### Gate-type map

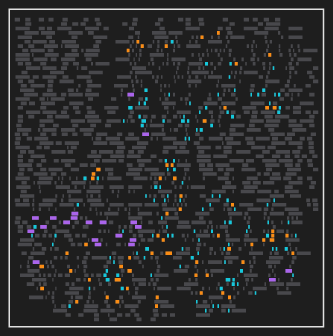
### Routing congestion map

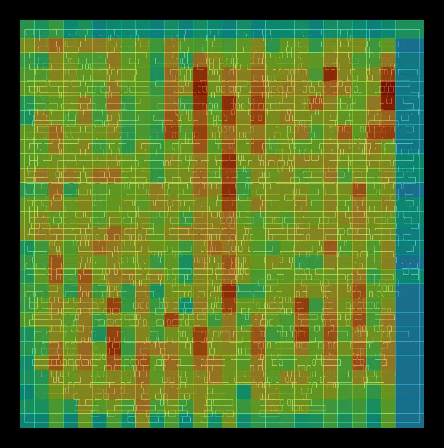
### Register map, names as in the netlist

Bar = 50 um. Other sequential cells in the stronger grey, the rest of the logic in the fainter grey.
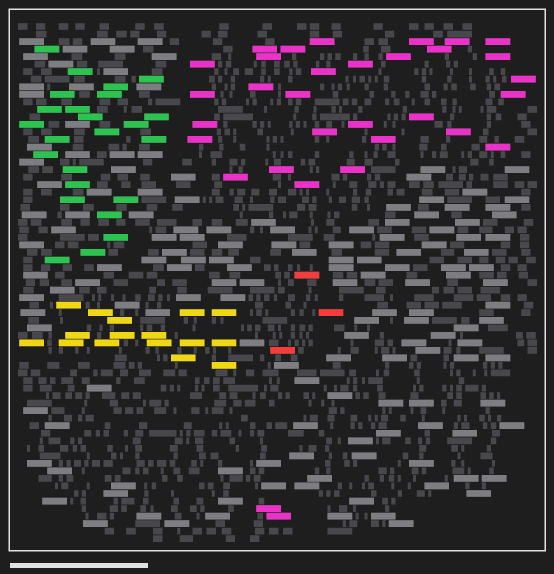
### I/O nets highlighted

Bar = 50 um.
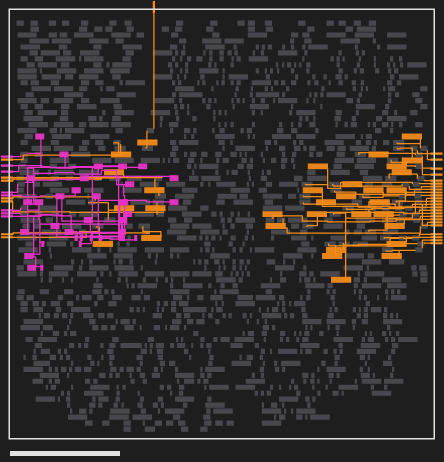
`config.mk`:
```
export PLATFORM = sky130hd
export DESIGN_NAME = imem_loader
export DESIGN_NICKNAME = d
export VERILOG_FILES = /design/src/rtl/imem_loader.sv
export SDC_FILE = /design/constraint.sdc
export NUM_CORES = 1
export LEC_CHECK = 0
export CAP_MARGIN = 15
export CELL_PAD_IN_SITES_DETAIL_PLACEMENT = 1
export CELL_PAD_IN_SITES_GLOBAL_PLACEMENT = 2
export CORE_AREA = 2 2 191 193
export DETAILED_ROUTE_END_ITERATION = 8
export DIE_AREA = 0 0 193 195
export GPL_TIMING_DRIVEN = 0
export PLACE_DENSITY_LB_ADDON = 0.1
export SETUP_SLACK_MARGIN = 0.3
export SYNTH_ARGS = -nofsm -noshare
export SYNTH_HDL_FRONTEND = slang
export SYNTH_SLANG_ARGS = --single-unit
```
`constraint.sdc`:
```
create_clock -name CLK -period 7.99 [get_ports CLK]
set_input_delay 1.598 -clock CLK [delete_from_list [all_inputs] [get_ports CLK]]
set_output_delay 1.598 -clock CLK [all_outputs]
set_load 0.02 [all_outputs]
```
`src/rtl/imem_loader.sv`:
```
// Boot-time instruction memory loader: parses a big-endian byte stream (start PC, word count,
// words), writes each word to instruction memory, then releases the CPU from reset at the start PC.
module imem_loader #(
    parameter int unsigned MAX_WORDS   = 256,
    parameter int unsigned HOLD_CYCLES = 2
) (
    input  logic        CLK,
    input  logic        Reset,
    input  logic        restart,
    input  logic        rx_valid,
    input  logic [7:0]  rx_data,
    output logic        rx_ready,
    output logic        imem_we,
    output logic [31:0] imem_addr,
    output logic [31:0] imem_wdata,
    output logic        cpu_Reset_L,
    output logic [31:0] cpu_startPC,
    output logic        done,
    output logic        err,
    output logic [15:0] words_loaded
);

    typedef enum logic [2:0] {
        StHdrPc,
        StHdrCnt,
        StData,
        StWrite,
        StHold,
        StRun,
        StErr
    } state_e;

    localparam logic [16:0] MaxWords = 17'(MAX_WORDS);
    localparam logic [31:0] HoldLast = 32'(HOLD_CYCLES - 1);

    state_e      state_q;
    logic [1:0]  byte_cnt_q;
    logic [31:0] pc_q;
    logic [15:0] n_q;
    logic [23:0] shift_q;
    logic [31:0] hold_cnt_q;

    logic        xfer;
    logic [15:0] n_next;
    logic        hdr_bad;

    assign rx_ready = (state_q == StHdrPc) || (state_q == StHdrCnt) || (state_q == StData);
    assign xfer     = rx_valid && rx_ready;
    assign n_next   = {n_q[7:0], rx_data};
    assign hdr_bad  = (pc_q[1:0] != 2'b00) || (n_next == 16'd0) || ({1'b0, n_next} > MaxWords);

    always_ff @(posedge CLK or posedge Reset) begin
        if (Reset) begin
            state_q      <= StHdrPc;
            byte_cnt_q   <= 2'd0;
            pc_q         <= 32'd0;
            n_q          <= 16'd0;
            shift_q      <= 24'd0;
            hold_cnt_q   <= 32'd0;
            imem_we      <= 1'b0;
            imem_addr    <= 32'd0;
            imem_wdata   <= 32'd0;
            cpu_Reset_L  <= 1'b0;
            cpu_startPC  <= 32'd0;
            done         <= 1'b0;
            err          <= 1'b0;
            words_loaded <= 16'd0;
        end else if (restart) begin
            // Any byte presented on this edge is dropped along with the partial load.
            state_q      <= StHdrPc;
            byte_cnt_q   <= 2'd0;
            hold_cnt_q   <= 32'd0;
            imem_we      <= 1'b0;
            cpu_Reset_L  <= 1'b0;
            done         <= 1'b0;
            err          <= 1'b0;
            words_loaded <= 16'd0;
        end else begin
            imem_we <= 1'b0;
            case (state_q)
                StHdrPc: begin
                    if (xfer) begin
                        pc_q       <= {pc_q[23:0], rx_data};
                        byte_cnt_q <= byte_cnt_q + 2'd1;
                        if (byte_cnt_q == 2'd3) state_q <= StHdrCnt;
                    end
                end
                StHdrCnt: begin
                    if (xfer) begin
                        n_q <= n_next;
                        if (byte_cnt_q == 2'd1) begin
                            byte_cnt_q <= 2'd0;
                            if (hdr_bad) begin
                                state_q <= StErr;
                                err     <= 1'b1;
                            end else begin
                                // Pre-decrement so every word, including the first, adds 4.
                                state_q      <= StData;
                                imem_addr    <= pc_q - 32'd4;
                                words_loaded <= 16'd0;
                            end
                        end else begin
                            byte_cnt_q <= byte_cnt_q + 2'd1;
                        end
                    end
                end
                StData: begin
                    if (xfer) begin
                        shift_q    <= {shift_q[15:0], rx_data};
                        byte_cnt_q <= byte_cnt_q + 2'd1;
                        if (byte_cnt_q == 2'd3) begin
                            imem_wdata <= {shift_q, rx_data};
                            imem_addr  <= imem_addr + 32'd4;
                            imem_we    <= 1'b1;
                            state_q    <= StWrite;
                        end
                    end
                end
                StWrite: begin
                    if (words_loaded < n_q) words_loaded <= words_loaded + 16'd1;
                    if (words_loaded + 16'd1 == n_q) begin
                        state_q     <= StHold;
                        cpu_startPC <= pc_q;
                        hold_cnt_q  <= 32'd0;
                    end else begin
                        state_q <= StData;
                    end
                end
                StHold: begin
                    if (hold_cnt_q == HoldLast) begin
                        state_q     <= StRun;
                        cpu_Reset_L <= 1'b1;
                        done        <= 1'b1;
                    end else begin
                        hold_cnt_q <= hold_cnt_q + 32'd1;
                    end
                end
                StRun, StErr: begin
                    state_q <= state_q;
                end
                default: begin
                    state_q <= StHdrPc;
                end
            endcase
        end
    end

endmodule

```
==> ci_impl_report.md <==
## Implementation flow summary

| Metric | Value |
|---|---|
| Final std cells w/o fill | 1751 |
| Post-synthesis sequential area ratio | 48.5% |
| Number of enable flip-flop cells | 0 |
| Most common cell in the synthesized netlist | dfrtp_1 |
| Period utilisation layout | 61.6% |
| Combinational power | 966 uW |
| Hold WS | 489 ps |
| Row cnt | 69 |
| Clock root cell | clkbuf_16 |
| Seq pwr share | 42.0% |
| Net Sw Frac | 33.9% |
| Grt ovf | 0 |
| Logic gate share of total power | 24.9% |
| Ys flop type | dfrtp_1 |
| Top pwr grp | registers |
| Initial DRC count | 370 |
| Area growth, synth to finish | 25.3% |
| Ys cells | 1105 |
| Final worst slack | 3070 ps |
| # setup viols final | 0 |
| Die area | 0.0376 mm2 |
| Number of global-route vias before repair | 9722 |
| Synthesized cell area | 0.0116 mm2 |
| Top cell excl fill/tap | dfrtp_1 |
| Buffers and inverters on the worst path | 3 |
| Floorplan utilization | 32.7% |
| Chip height | 195 um |
| Worst Skew | 13.3 ps |
| CTS tree | yes |
| Post-Syn Instances | 1105 |
| Hold-fix buffers, CTS | 0 |
| Core area | 0.0354 mm2 |
| Seq group | 1.63 mW |
| Top Layout Cells | dfrtp_1, clkdlybuf4s50_1, nand2_1 |
| Worst-path clk slew | 60 ps |
| Clk_lat worst skew | 550 ps |
| Max-slew violations | 0 |
| ANT nets after route | 0 |
| Log Warnings | 27 |
| All-Layer GR Usage | 19.0% |
| Largest net degree at the start of global routing | 37 |
| Top Ports | 129 |
| Via count | 9160 |
| Unique masters post-synth | 73 |
| Setup crit start kind | input pin |
| Post-layout min period | 4920 ps |
| Family with the most delay on the worst path | simple AND/OR/NAND/NOR gates |
| Hpwl dp | 25.7 mm |
| Crit path DRT | 8390 ps |
| First drt pass iteration count | 4 |
| Max-slew headroom | 18.7% |
| Routed vias/inst | 5.23 |
| Pleak | 6.27 nW |
| Top cell type's share of synthesized area | 48.5% |
| Syn_nets | 1138 |
| Post-synth ARST share | 100% |
| Synth flops | 224 |
| I/O Buffers | 127 |
| Outcome | finished, final reports clean |
| Endpoint type of the worst setup path | register |
| Post-Route WL | 35.0 mm |
| Yosys stat chip area | 0.0116 mm2 |
| Sink Count | 224 |
| Min-delay worst type | register to register |
| Register-to-register setup slack | 4130 ps |
| Warnings, synthesis | 0 |
| Crit path kind | input pin to register |
| GPL Wtd Cong | 0.791 |
| Die width | 193 um |
| Unrepaired setup endpoints after global routing | false |
| Max Root-Sink Buffers | 3 |
| Power Clock | 1.28 mW |
| Worst VDD drop | 0.151 mV |
| Hold Vio Cnt, Final | 0 |
| Post-cts repair resize count | 0 |
| Depth of the CTS H-tree | 1 |
| Dpl cells | 1701 |
| Syn Area/Cell | 10.5 um2 |
| Placed instance area | 0.0136 mm2 |
| Int Pwr | 2.56 mW |
| Cell type with the largest total area | dfrtp_1 |
| Clock power share | 33.1% |
| Top cells by area | dfrtp_1, mux2_2, mux2_4 |
| CP most frequent cell | clkbuf_1 |
| Synth cell count leaders | dfrtp_1, nand2_1, mux2_2 |
| Arr. time, crit path | 5320 ps |
-- 'Gate-type map' (at the start) --
| colour | family | cells |
|---|---|---|
| cyan | nor cells | 119 |
| orange | and/or cells | 59 |
| purple | fa/ha/maj cells | 21 |

-- 'Routing congestion map' (at the start) --
met3 Use GR: 3.31%
busiest grt layer: met2
routed length per instance: 20.0 um
post-layout util: 40.9%

-- 'Register map, names as in the netlist' (at the start) --
| colour | name in the netlist | sequential cells |
|---|---|---|
| magenta | `imem_addr` | 32 |
| green | `shift_q` | 24 |
| red | `state_q` | 3 |
| yellow | `n_q` | 16 |
not coloured: 149

-- 'I/O nets highlighted' (at the start) --
| colour | port | bits | direction | edge | end cells | buffers | wire |
|---|---|---|---|---|---|---|---|
| orange | `cpu_startPC` | 32 | output | 24 right, 7 left, 1 top | 32 | 32 | 1610 um |
| magenta | `rx_data` | 8 | input | left | 34 | 8 | 897 um |

## through the flow
stage / util, % / power [mW]
CTS: 40.9 / 3.96
detailed placement: 38.3 / 2.64
global route: 40.9 / 4.13
global placement: 37.9 / 2.60
finish: 40.9 / 3.88
floorplan: - / 2.23
## logic make-up (layout without fill, tap and decap cells)
group                      Yosys count  count (layout)  synth area share, %
and+or+nand+nor                    353             353                 15.5
AOI/OAI and AO/OA                  233             233                 12.3
DFF                                224             224                 48.5
muxes                              121             121                 12.7
buffers and inverters               91             276                 4.03
xor gates and xnor gates            62              62                 4.70
adders and majority gates           21              21                 2.27
## flip-flops by register name (all words and copies together), names as in the netlist, 2 cells and up
signal,count
state_q,3
pc_q,32
hold_cnt_q,32
imem_wdata,32
n_q,16
shift_q,24
words_loaded,16
cpu_startPC,32
imem_addr,32
byte_cnt_q,2
## layer usage
metal | up-vias | share of wire, % | GRT usage, %
met5 | - | 0 | 0
met4 | 0 | 1.7 | 3.73
met3 | 39 | 4.5 | 3.31
met2 | 152 | 46 | 30.3
met1 | 4641 | 47 | 27.1
li1 | 4328 | - | -
## layout make-up
type / instances / area, um2
clock inverter: 11 / 149
buffer: 57 / 339
sequential: 224 / 5610
fill: 3899 / 20900
inverter: 34 / 131
timing repair buffer: 135 / 1420
clock buffer: 39 / 782
tap: 461 / 577
multi-input combinational: 790 / 5490
## worst paths after layout
path	startpoint	endpoint	cells past startpoint
setup / recovery	rx_data[4]	imem_addr[4]	10
hold / removal	imem_addr[1]	imem_addr[1]	1
setup reg to reg	words_loaded[5]	cpu_startPC[1]	10
hold reg to reg	imem_addr[1]	imem_addr[1]	1
max in group asynchronous	Reset	pc_q[1]	7
min in group asynchronous	Reset	hold_cnt_q[6]	2
No activity file was given, so power comes from the tool's default toggle rates.
